`config.mk`:
```
export PLATFORM = sky130hd
export DESIGN_NAME = fetch_flat
export DESIGN_NICKNAME = d
export VERILOG_FILES = /design/src/rtl/fetch_pkg.sv /design/src/rtl/fetch_if.sv /design/src/rtl/fetch.sv /design/src/flat_wrapper.sv
export SDC_FILE = /design/constraint.sdc
export NUM_CORES = 1
export LEC_CHECK = 0
export CAP_MARGIN = 20
export CORE_MARGIN = 1.5
export CORE_UTILIZATION = 55
export DETAILED_ROUTE_END_ITERATION = 7
export DONT_BUFFER_PORTS = 1
export PLACE_DENSITY = 0.67
export SETUP_SLACK_MARGIN = 0.1
export SKIP_LAST_GASP = 1
export SLEW_MARGIN = 20
export SYNTH_ARGS = -nofsm -noshare
export SYNTH_HDL_FRONTEND = slang
export SYNTH_SLANG_ARGS = --single-unit
```
`constraint.sdc`:
```
create_clock -name clk -period 2.2 [get_ports clk]
set_input_delay 0.33 -clock clk [delete_from_list [all_inputs] [get_ports clk]]
set_output_delay 0.33 -clock clk [all_outputs]
set_load 0.02 [all_outputs]
```
`src/rtl/fetch_pkg.sv`:
```
// Shared constants and types for the instruction fetch stage.
package fetch_pkg;

    // Datapath widths for the fetch/decode boundary and the instruction bus.
    localparam int CPU_ADDR_WIDTH  = 32;
    localparam int CPU_INSTR_WIDTH = 32;

    // Fetch FSM encodings, kept as plain constants so older code can share them.
    localparam logic [1:0] CPU_FETCH_RST  = 2'd0;
    localparam logic [1:0] CPU_FETCH_REQ  = 2'd1;
    localparam logic [1:0] CPU_FETCH_HOLD = 2'd2;

    // Instruction presented to decode when nothing valid is available.
    localparam logic [CPU_INSTR_WIDTH-1:0] CPU_NOP_INSTR = 32'h0000_0000;

    // One-entry hold buffer: the word and the address it came from.
    typedef struct packed {
        logic [CPU_INSTR_WIDTH-1:0] instr;
        logic [CPU_ADDR_WIDTH-1:0]  pc;
    } fetch_hold_t;

    // Force a byte address onto a word boundary.
    function automatic logic [CPU_ADDR_WIDTH-1:0] align_word(
        input logic [CPU_ADDR_WIDTH-1:0] addr
    );
        return addr & 32'hFFFF_FFFC;
    endfunction

endpackage

```
`src/rtl/fetch_if.sv`:
```
// Instruction bus between the fetch stage (master) and memory (slave).
interface fetch_if;
    import fetch_pkg::*;

    logic [CPU_ADDR_WIDTH-1:0]  o_IAddr;  // word address, held until i_IRdy
    logic                       o_IRd;    // read request
    logic [CPU_INSTR_WIDTH-1:0] i_IData;  // read data, valid with i_IRdy
    logic                       i_IRdy;   // request completes this cycle

    modport master (
        output o_IAddr,
        output o_IRd,
        input  i_IData,
        input  i_IRdy
    );

    modport slave (
        input  o_IAddr,
        input  o_IRd,
        output i_IData,
        output i_IRdy
    );

endinterface

```
`src/rtl/fetch.sv`:
```
// Instruction fetch stage: owns the PC, issues one word read at a time on the
// instruction bus, and presents each returned word with its PC to decode.
// A single-entry hold buffer parks a returning word while downstream stalls.
// Redirects take effect on the next request issued (the in-flight word is the
// branch delay slot); drops squash the presented word and any in-flight word.
module fetch
    import fetch_pkg::*;
#(
    parameter logic [CPU_ADDR_WIDTH-1:0] RESET_ADDR = 32'h0000_0000
) (
    input  logic                       clk,
    input  logic                       nrst,
    input  logic                       i_exec_stall,
    input  logic                       i_mem_stall,
    input  logic                       i_drop,
    input  logic                       i_jump_valid,
    input  logic [CPU_ADDR_WIDTH-1:0]  i_jump_addr,
    fetch_if.master                    ibus,
    output logic [CPU_INSTR_WIDTH-1:0] o_instr,
    output logic [CPU_ADDR_WIDTH-1:0]  o_pc,
    output logic                       o_fetch_stall
);

    logic [1:0]                 state_q,     state_d;
    logic [CPU_ADDR_WIDTH-1:0]  addr_q,      addr_d;
    logic [CPU_INSTR_WIDTH-1:0] instr_q,     instr_d;
    logic [CPU_ADDR_WIDTH-1:0]  pc_q,        pc_d;
    logic                       jump_pend_q, jump_pend_d;
    logic [CPU_ADDR_WIDTH-1:0]  jump_addr_q, jump_addr_d;
    logic                       drop_pend_q, drop_pend_d;
    fetch_hold_t                hold_q,      hold_d;

    logic                       ext_stall;
    logic                       issue_next;
    logic [CPU_ADDR_WIDTH-1:0]  next_addr;

    assign ext_stall = i_exec_stall | i_mem_stall;

    // Address of the next request: a redirect arriving this cycle wins over a
    // latched one, otherwise fall through sequentially (wraps naturally at 2^32).
    always_comb begin
        if (i_jump_valid) begin
            next_addr = align_word(i_jump_addr);
        end else if (jump_pend_q) begin
            next_addr = align_word(jump_addr_q);
        end else begin
            next_addr = addr_q + 32'd4;
        end
    end

    // Next-state logic for the FSM, PC/instruction outputs and pending flags.
    always_comb begin
        state_d     = state_q;
        addr_d      = addr_q;
        instr_d     = instr_q;
        pc_d        = pc_q;
        jump_pend_d = jump_pend_q;
        jump_addr_d = jump_addr_q;
        drop_pend_d = drop_pend_q;
        hold_d      = hold_q;
        issue_next  = 1'b0;

        // A later redirect before the target is used simply replaces it.
        if (i_jump_valid) begin
            jump_pend_d = 1'b1;
            jump_addr_d = i_jump_addr;
        end

        case (state_q)
            CPU_FETCH_RST: begin
                state_d = CPU_FETCH_REQ;
                addr_d  = RESET_ADDR;
            end

            CPU_FETCH_REQ: begin
                if (ibus.i_IRdy) begin
                    if (drop_pend_q || i_drop) begin
                        // Word belongs to a squashed stream: throw it away.
                        drop_pend_d = 1'b0;
                        issue_next  = 1'b1;
                    end else if (ext_stall) begin
                        // Decode cannot take it yet; park it and stop fetching.
                        hold_d.instr = ibus.i_IData;
                        hold_d.pc    = addr_q;
                        state_d      = CPU_FETCH_HOLD;
                    end else begin
                        instr_d    = ibus.i_IData;
                        pc_d       = addr_q;
                        issue_next = 1'b1;
                    end
                end else if (i_drop) begin
                    // Request cannot be aborted, so remember to discard its data.
                    drop_pend_d = 1'b1;
                end
            end

            CPU_FETCH_HOLD: begin
                if (i_drop) begin
                    hold_d     = '0;
                    issue_next = 1'b1;
                end else if (!ext_stall) begin
                    instr_d    = hold_q.instr;
                    pc_d       = hold_q.pc;
                    hold_d     = '0;
                    issue_next = 1'b1;
                end
            end

            default: begin
                state_d = CPU_FETCH_RST;
            end
        endcase

        // Starting a new request consumes any pending redirect.
        if (issue_next) begin
            state_d     = CPU_FETCH_REQ;
            addr_d      = next_addr;
            jump_pend_d = 1'b0;
        end

        // Drop overrides whatever would have been presented to decode.
        if (i_drop) begin
            instr_d = CPU_NOP_INSTR;
        end
    end

    // State registers, cleared asynchronously so reset works mid-transaction.
    always_ff @(posedge clk or negedge nrst) begin
        if (!nrst) begin
            state_q     <= CPU_FETCH_RST;
            addr_q      <= RESET_ADDR;
            instr_q     <= CPU_NOP_INSTR;
            pc_q        <= '0;
            jump_pend_q <= 1'b0;
            jump_addr_q <= '0;
            drop_pend_q <= 1'b0;
            hold_q      <= '0;
        end else begin
            state_q     <= state_d;
            addr_q      <= addr_d;
            instr_q     <= instr_d;
            pc_q        <= pc_d;
            jump_pend_q <= jump_pend_d;
            jump_addr_q <= jump_addr_d;
            drop_pend_q <= drop_pend_d;
            hold_q      <= hold_d;
        end
    end

    // Bus request and stall indication are decoded from the current state.
    always_comb begin
        ibus.o_IRd    = (state_q == CPU_FETCH_REQ);
        ibus.o_IAddr  = addr_q;
        o_instr       = instr_q;
        o_pc          = pc_q;
        case (state_q)
            CPU_FETCH_REQ:  o_fetch_stall = !ibus.i_IRdy;
            CPU_FETCH_HOLD: o_fetch_stall = 1'b0;
            default:        o_fetch_stall = 1'b1;
        endcase
    end

endmodule
```
`src/flat_wrapper.sv`:
```
// flat-port wrapper written by rule: the top's interface ports become plain ports
module fetch_flat import fetch_pkg::*;
#(
    parameter logic [CPU_ADDR_WIDTH-1:0] RESET_ADDR = 32'h0000_0000
)
  (clk, nrst, i_exec_stall, i_mem_stall, i_drop, i_jump_valid, i_jump_addr, o_instr, o_pc, o_fetch_stall, ibus_o_IAddr, ibus_o_IRd, ibus_i_IData, ibus_i_IRdy);
  fetch_if ibus_i ();
  input  logic clk;
  input  logic nrst;
  input  logic i_exec_stall;
  input  logic i_mem_stall;
  input  logic i_drop;
  input  logic i_jump_valid;
  input  logic [CPU_ADDR_WIDTH-1:0] i_jump_addr;
  output logic [CPU_INSTR_WIDTH-1:0] o_instr;
  output logic [CPU_ADDR_WIDTH-1:0] o_pc;
  output logic o_fetch_stall;
  output wire logic [$bits(ibus_i.o_IAddr)-1:0] ibus_o_IAddr;
  output wire logic [$bits(ibus_i.o_IRd)-1:0] ibus_o_IRd;
  input wire logic [$bits(ibus_i.i_IData)-1:0] ibus_i_IData;
  input wire logic [$bits(ibus_i.i_IRdy)-1:0] ibus_i_IRdy;
  assign ibus_o_IAddr = ibus_i.o_IAddr;
  assign ibus_o_IRd = ibus_i.o_IRd;
  assign ibus_i.i_IData = ibus_i_IData;
  assign ibus_i.i_IRdy = ibus_i_IRdy;
  fetch #(.RESET_ADDR(RESET_ADDR)) u_core (.clk(clk), .nrst(nrst), .i_exec_stall(i_exec_stall), .i_mem_stall(i_mem_stall), .i_drop(i_drop), .i_jump_valid(i_jump_valid), .i_jump_addr(i_jump_addr), .ibus(ibus_i), .o_instr(o_instr), .o_pc(o_pc), .o_fetch_stall(o_fetch_stall));
endmodule
```
**Run 1: cell classes on the final placement**

Scale bar: 50 um.
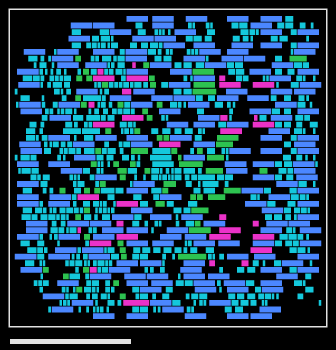
legend:
  magenta:
    class: clock drivers and dummy loads
    cells: 32
    share_of_their_area: 5.6%
  green:
    class: remaining buffers and delay cells
    cells: 66
    share_of_their_area: 7.5%
  blue:
    class: registers
    cells: 190
    share_of_their_area: 48%
  cyan:
    class: remaining logic cells
    cells: 567
    share_of_their_area: 39%
row count: 46
Seq area share: 46.3%
Final Core Density: 64.9%

**Run 1: gate-type map**

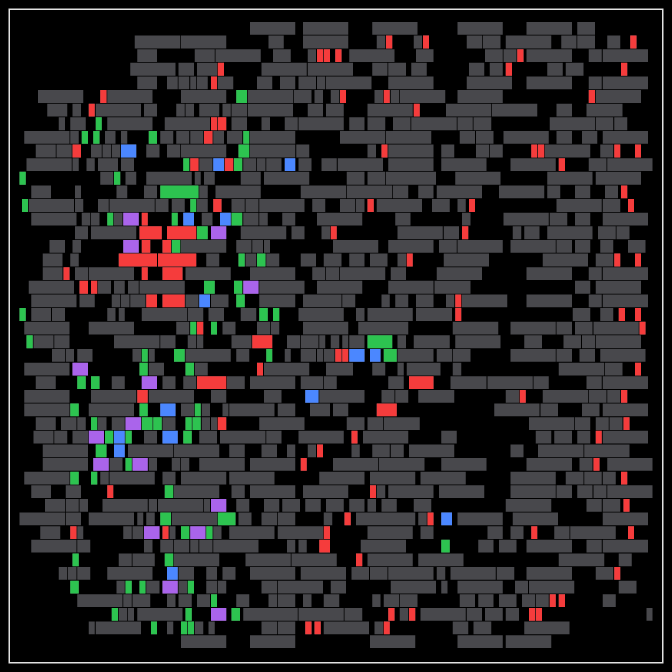
legend:
  green:
    family: nand cells
    cells: 73
  red:
    family: nor cells
    cells: 100
    where: widely spread
  purple:
    family: xor and xnor cells
    cells: 15
  blue:
    family: and/or cells
    cells: 15

**Run 1: clock distribution**

Scale bar: 50 um.
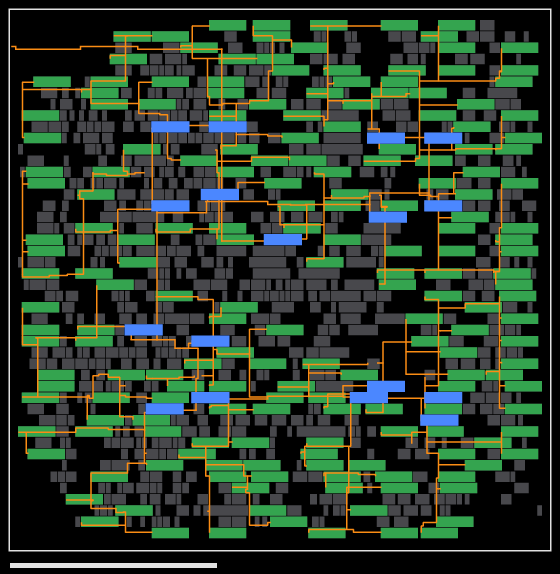
legend:
  blue:
    item: clock-net drivers
    count: 17
  orange:
    item: clock wires
    length: 2,140 um
  green:
    item: flip-flops
    count: 190
routed clock nets: 18

==> qor.csv, run 1 <==
stage,metric,value,unit
detailed_routing,drt-pass1-iter-count,5,
detailed_routing,post-route-drc-count,0,
cts,cts_tree,done,
final_timing,hold_violations,190,
logic_synthesis,top_area_cell,dfrtp_1,
critical_path,arrival,2.40,ns
cts,cts_buffer_depth,2,
outcome,violations,negative hold slack,
final_timing,finalMaxSlewViolations,0,
logic_synthesis,yosysMostFrequentCell,dfrtp_1,
detailed_routing,wirelength,22.7,mm
power,seq_power_share,41.6,%
detailed_routing,drt_iter0_drc,423,
logic_synthesis,area_leaders,"dfrtp_1 53%, mux2i_1 7.2%, a22o_1 7.0%, nor2_1 3.3%, a211oi_1 2.9%",
power,p_leak,0.00442,uW
cts,cts_max_level,4,
final_timing,holdWs,-0.399,ns
detailed_routing,ant_nets,0,
power,power.density,1410,mW/mm^2
logic_synthesis,netlist_instances,825,
critical_path,cp.required,2.50,ns
critical_path,critical_path.top_delay_family,buffers and inverters,
layout,fillers,1249,
outcome,status,"finished, violations left",
logic_synthesis,ys_async_sr_fraction,100,%
power,p_switching,5920,uW
worst_hold_path,hold_path_class,in2async,
-- run 1: registers in the layout, indices dropped and copies added (netlist names) --
register and count:
u_core.jump_pend_q 1, u_core.jump_addr_q 30, u_core.o_instr 32, u_core.state_q 2, u_core.hold_q 63, u_core.o_pc 31
u_core.drop_pend_q 1, u_core.ibus.o_IAddr 30
-- run 1: path summary, 6_finish.rpt --
| check | startpoint | endpoint | slack [ns] |
|---|---|---|---|
| max | u_core.state_q[0] | u_core.o_pc[9] | 0.11 |
| min | nrst | u_core.o_instr[21] | -0.40 |
| max reg2reg | u_core.state_q[0] | u_core.o_pc[9] | 0.11 |
| min reg2reg | u_core.hold_q[59] | u_core.hold_q[59] | 0.50 |
| max in group asynchronous | nrst | u_core.o_pc[10] | 2.10 |
| min in group clk | ibus_i_IData[20] | u_core.hold_q[52] | 0.04 |
-- run 1: layout make-up --
type | instances | share of cell area [%]
Sequential cell | 190 | 46.3
Multi-Input combinational cell | 542 | 37.5
Timing Repair Buffer | 66 | 7.26
Clock buffer | 17 | 4.14
Tap cell | 216 | 2.63
Clock inverter | 15 | 1.34
Inverter | 25 | 0.913
-- run 1: power groups by stage --
stage / Sequential [uW] / Clock (uW) / Combinational (uW)
after floorplan: 6100 / 0 / 3430
after global placement: 6040 / 0 / 5020
after detailed placement: 6090 / 0 / 5180
after CTS: 6030 / 3000 / 5310
after global routing: 6180 / 3160 / 5990
final: 6040 / 2960 / 5520
-- run 1: timing repair --
| item | 4_1_cts | 5_1_grt |
|---|---|---|
| pin swaps | 1 | 2 |
| resized | 8 | 16 |
| endpoints found under the hold margin | 223 | 190 |
| buffers inserted | 2 | 1 |
| endpoints found under the setup margin | 65 | 100 |
| cloned | 3 | 5 |
-- run 1: through the flow --
step | hold slack, ns | setup WS (ns)
2_1_floorplan | 0.0344 | 0.121
3_3_place_gp | 0.0396 | -0.0529
3_5_place_dp | 0.0394 | -0.277
4_1_cts | -0.413 | 0.114
5_1_grt | -0.424 | 0.0504
6_report | -0.399 | 0.107
-- run 1: layout by cell type (no fill, tap or decap), drive strengths merged, types with 7 or more instances in the layout --
cell and count:
a211oi 34, a22o 71, nand2 36, inv 28, a31oi 12, mux2 19
and3 7, nor3 12, a21o 7, o22ai 9, o21ai 32, xor2 11
nor2 82, clkbuf 21, a21oi 50, mux2i 64, o221ai 7, buf 60
dfrtp 190, nand4 9, nand3 25
-- run 1: per-layer routing --
| layer | vias up | track usage, % | wire, um |
|---|---|---|---|
| li1 | 3059 | - | - |
| met3 | 25 | 7.38 | 1910 |
| met4 | 0 | 7.39 | 386 |
| met2 | 256 | 42.2 | 10700 |
| met1 | 3336 | 35.5 | 9740 |
| met5 | - | 0 | 0 |
-- run 1: logic make-up (layout without fill, tap and decap cells) --
group           after synthesis  after routing  share of synthesized area (%)
compound gates              250            250                           20.0
xor+xnor                     15             15                           1.48
fa+ha+maj                     4              4                          0.563
buf+inv                      95            123                           4.60
flops                       190            190                           53.5
mux                          83             83                           9.61
other cells                   1              2                         0.0422
simple gates                187            188                           10.3
==> run 2: changes to the inputs <==
CAP_MARGIN = 10   (was 20)
SETUP_SLACK_MARGIN = default   (was 0.1)
**Run 2: clock distribution**

Scale bar: 50 um.
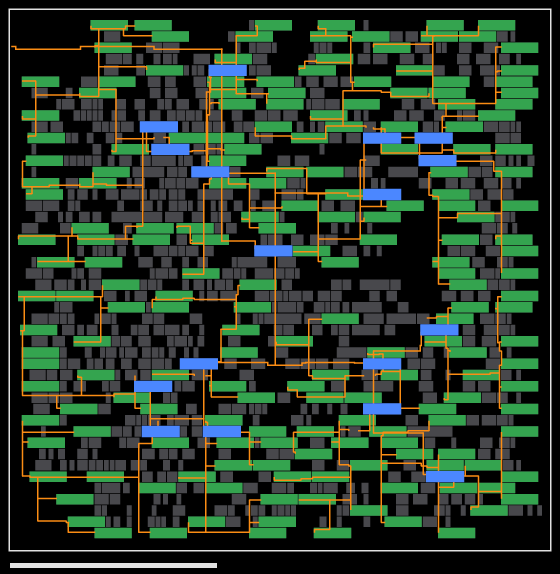
legend:
  blue:
    item: clock-net drivers
    count: 17
  orange:
    item: clock wires
    length: 2,090 um
  green:
    item: flip-flops
    count: 190
routed clock nets: 18

==> qor.csv, run 2 <==
stage,metric,value,unit,change
outcome,status,"finished, violations left",,
outcome,violations,negative hold slack,,
logic_synthesis,netlist_instances,825,,unchanged
die,rows,46,,unchanged
final_timing,hold_violations,190,,unchanged
detailed_routing,drt-pass1-iter-count,5,,unchanged
final_timing,holdWs,-0.409,ns,-0.00961 ns
layout,layout_top_cell,dfrtp_1,,
final_timing,finalMaxSlewViolations,0,,unchanged
run,warning_count,36,,
layout,largest_register_ffs,63,,unchanged
worst_hold_path,hold_path_class,in2async,,
logic_synthesis,area_leaders,"dfrtp_1 53%, mux2i_1 7.2%, a22o_1 7.0%, nor2_1 3.3%, a211oi_1 2.9%",,
critical_path,r2r_end,u_core.hold_q[22],,
cts,cts_tree,done,,
detailed_routing,post-route-drc-count,0,,unchanged
logic_synthesis,top_area_cell,dfrtp_1,,
critical_path,cp.required,2.56,ns,+0.06 ns
cts,cts_buffer_depth,2,,unchanged
logic_synthesis,ys_async_sr_fraction,100,%,unchanged
critical_path,critical_path.top_delay_family,AND-OR/OR-AND gates,,
power,power.density,1440,mW/mm^2,+1.7%
layout,lay_top_cells,"190 x dfrtp_1, 78 x nor2_1, 71 x a22o_1, 64 x mux2i_1, 53 x buf_4",,
critical_path,timing.rr.start,u_core.state_q[0],,
layout,top_register,u_core.hold_q,,
detailed_routing,wirelength,22.1,mm,-2.6%
detailed_routing,drt_iter0_drc,498,,+18%
critical_path,reg2reg_slack,0.06,ns,-0.05 ns
run 2: cell counts after synthesis:
No cell type changed its count.
run 2: cells by family (layout without fill, tap and decap cells):
group | Yosys count | count (layout) | synth area share, %
AOI/OAI and AO/OA | 250 | 250 | 20.0
other | 1 | 2 | 0.0422
DFF | 190 | 190 | 53.5
adders and majority gates | 4 | 4 | 0.563
xor gates and xnor gates | 15 | 15 | 1.48
muxes | 83 | 83 | 9.61
buffers and inverters | 95 | 120 | 4.60
and+or+nand+nor | 187 | 188 | 10.3
run 2: metrics by stage:
stage / hold slack, ns / setup WS, ns / util (%)
3_5_place_dp: 0.0393 / -0.229 / 59.4
5_1_grt: -0.439 / -0.0540 / 63.5
6_report: -0.409 / 0.0606 / 63.5
4_1_cts: -0.427 / -0.0857 / 63.4
3_3_place_gp: 0.0392 / -0.126 / 59.4
2_1_floorplan: 0.0344 / 0.0529 / -
run 2: repair_timing:
item	CTS	global route
gates cloned	1	0
gates resized	1	5
pin swaps	1	1
endpoints found under the setup margin	42	60
hold endpoints to repair	224	190
run 2: where the power goes:
group,switching (uW),total (uW),internal (uW)
clock,1460,3080,1630
sequential,1350,6020,4660
combinational,3100,5350,2250
run 2: how the worst max path moves through the flow:
stage | start | endpoint | cells after the start
floorplan | u_core.state_q[1] | u_core.ibus.o_IAddr[30] | 8
global placement | u_core.state_q[0] | u_core.ibus.o_IAddr[31] | 7
detailed placement | u_core.state_q[0] | u_core.ibus.o_IAddr[31] | 7
CTS | u_core.state_q[0] | u_core.hold_q[5] | 6
global route | u_core.state_q[0] | u_core.ibus.o_IAddr[31] | 7
finish | u_core.state_q[0] | u_core.hold_q[22] | 7
run 2: layout make-up:
cell class              instances  area, sq um
well taps                     216          270
repair buffers                 63          553
multi-input cells             542         3790
inverters                      25         93.8
fillers                      1282         5770
clock buffers                  17          425
clock inverters                15          168
flip-flops and latches        190         4750
run 2: worst register-to-register path, cell delays in order (launching register included):
cell and delay [ns]:
dfrtp_1 0.38, inv_1 0.07, ha_1 0.35, o21ai_1 0.12, a21o_1 0.24, nor2_4 0.48, buf_12 0.26, a22o_1 0.18
run 2: routing by layer:
metal / global-route usage, % / part of all wire, % / vias to the layer above
met5: 0 / 0 / -
met4: 8.37 / 2.0 / 0
met3: 7.91 / 7.9 / 33
met2: 43.2 / 48 / 231
met1: 35.0 / 42 / 3312
li1: - / - / 3059
Power figures rest on the tool's default switching activity, not on a simulated workload.
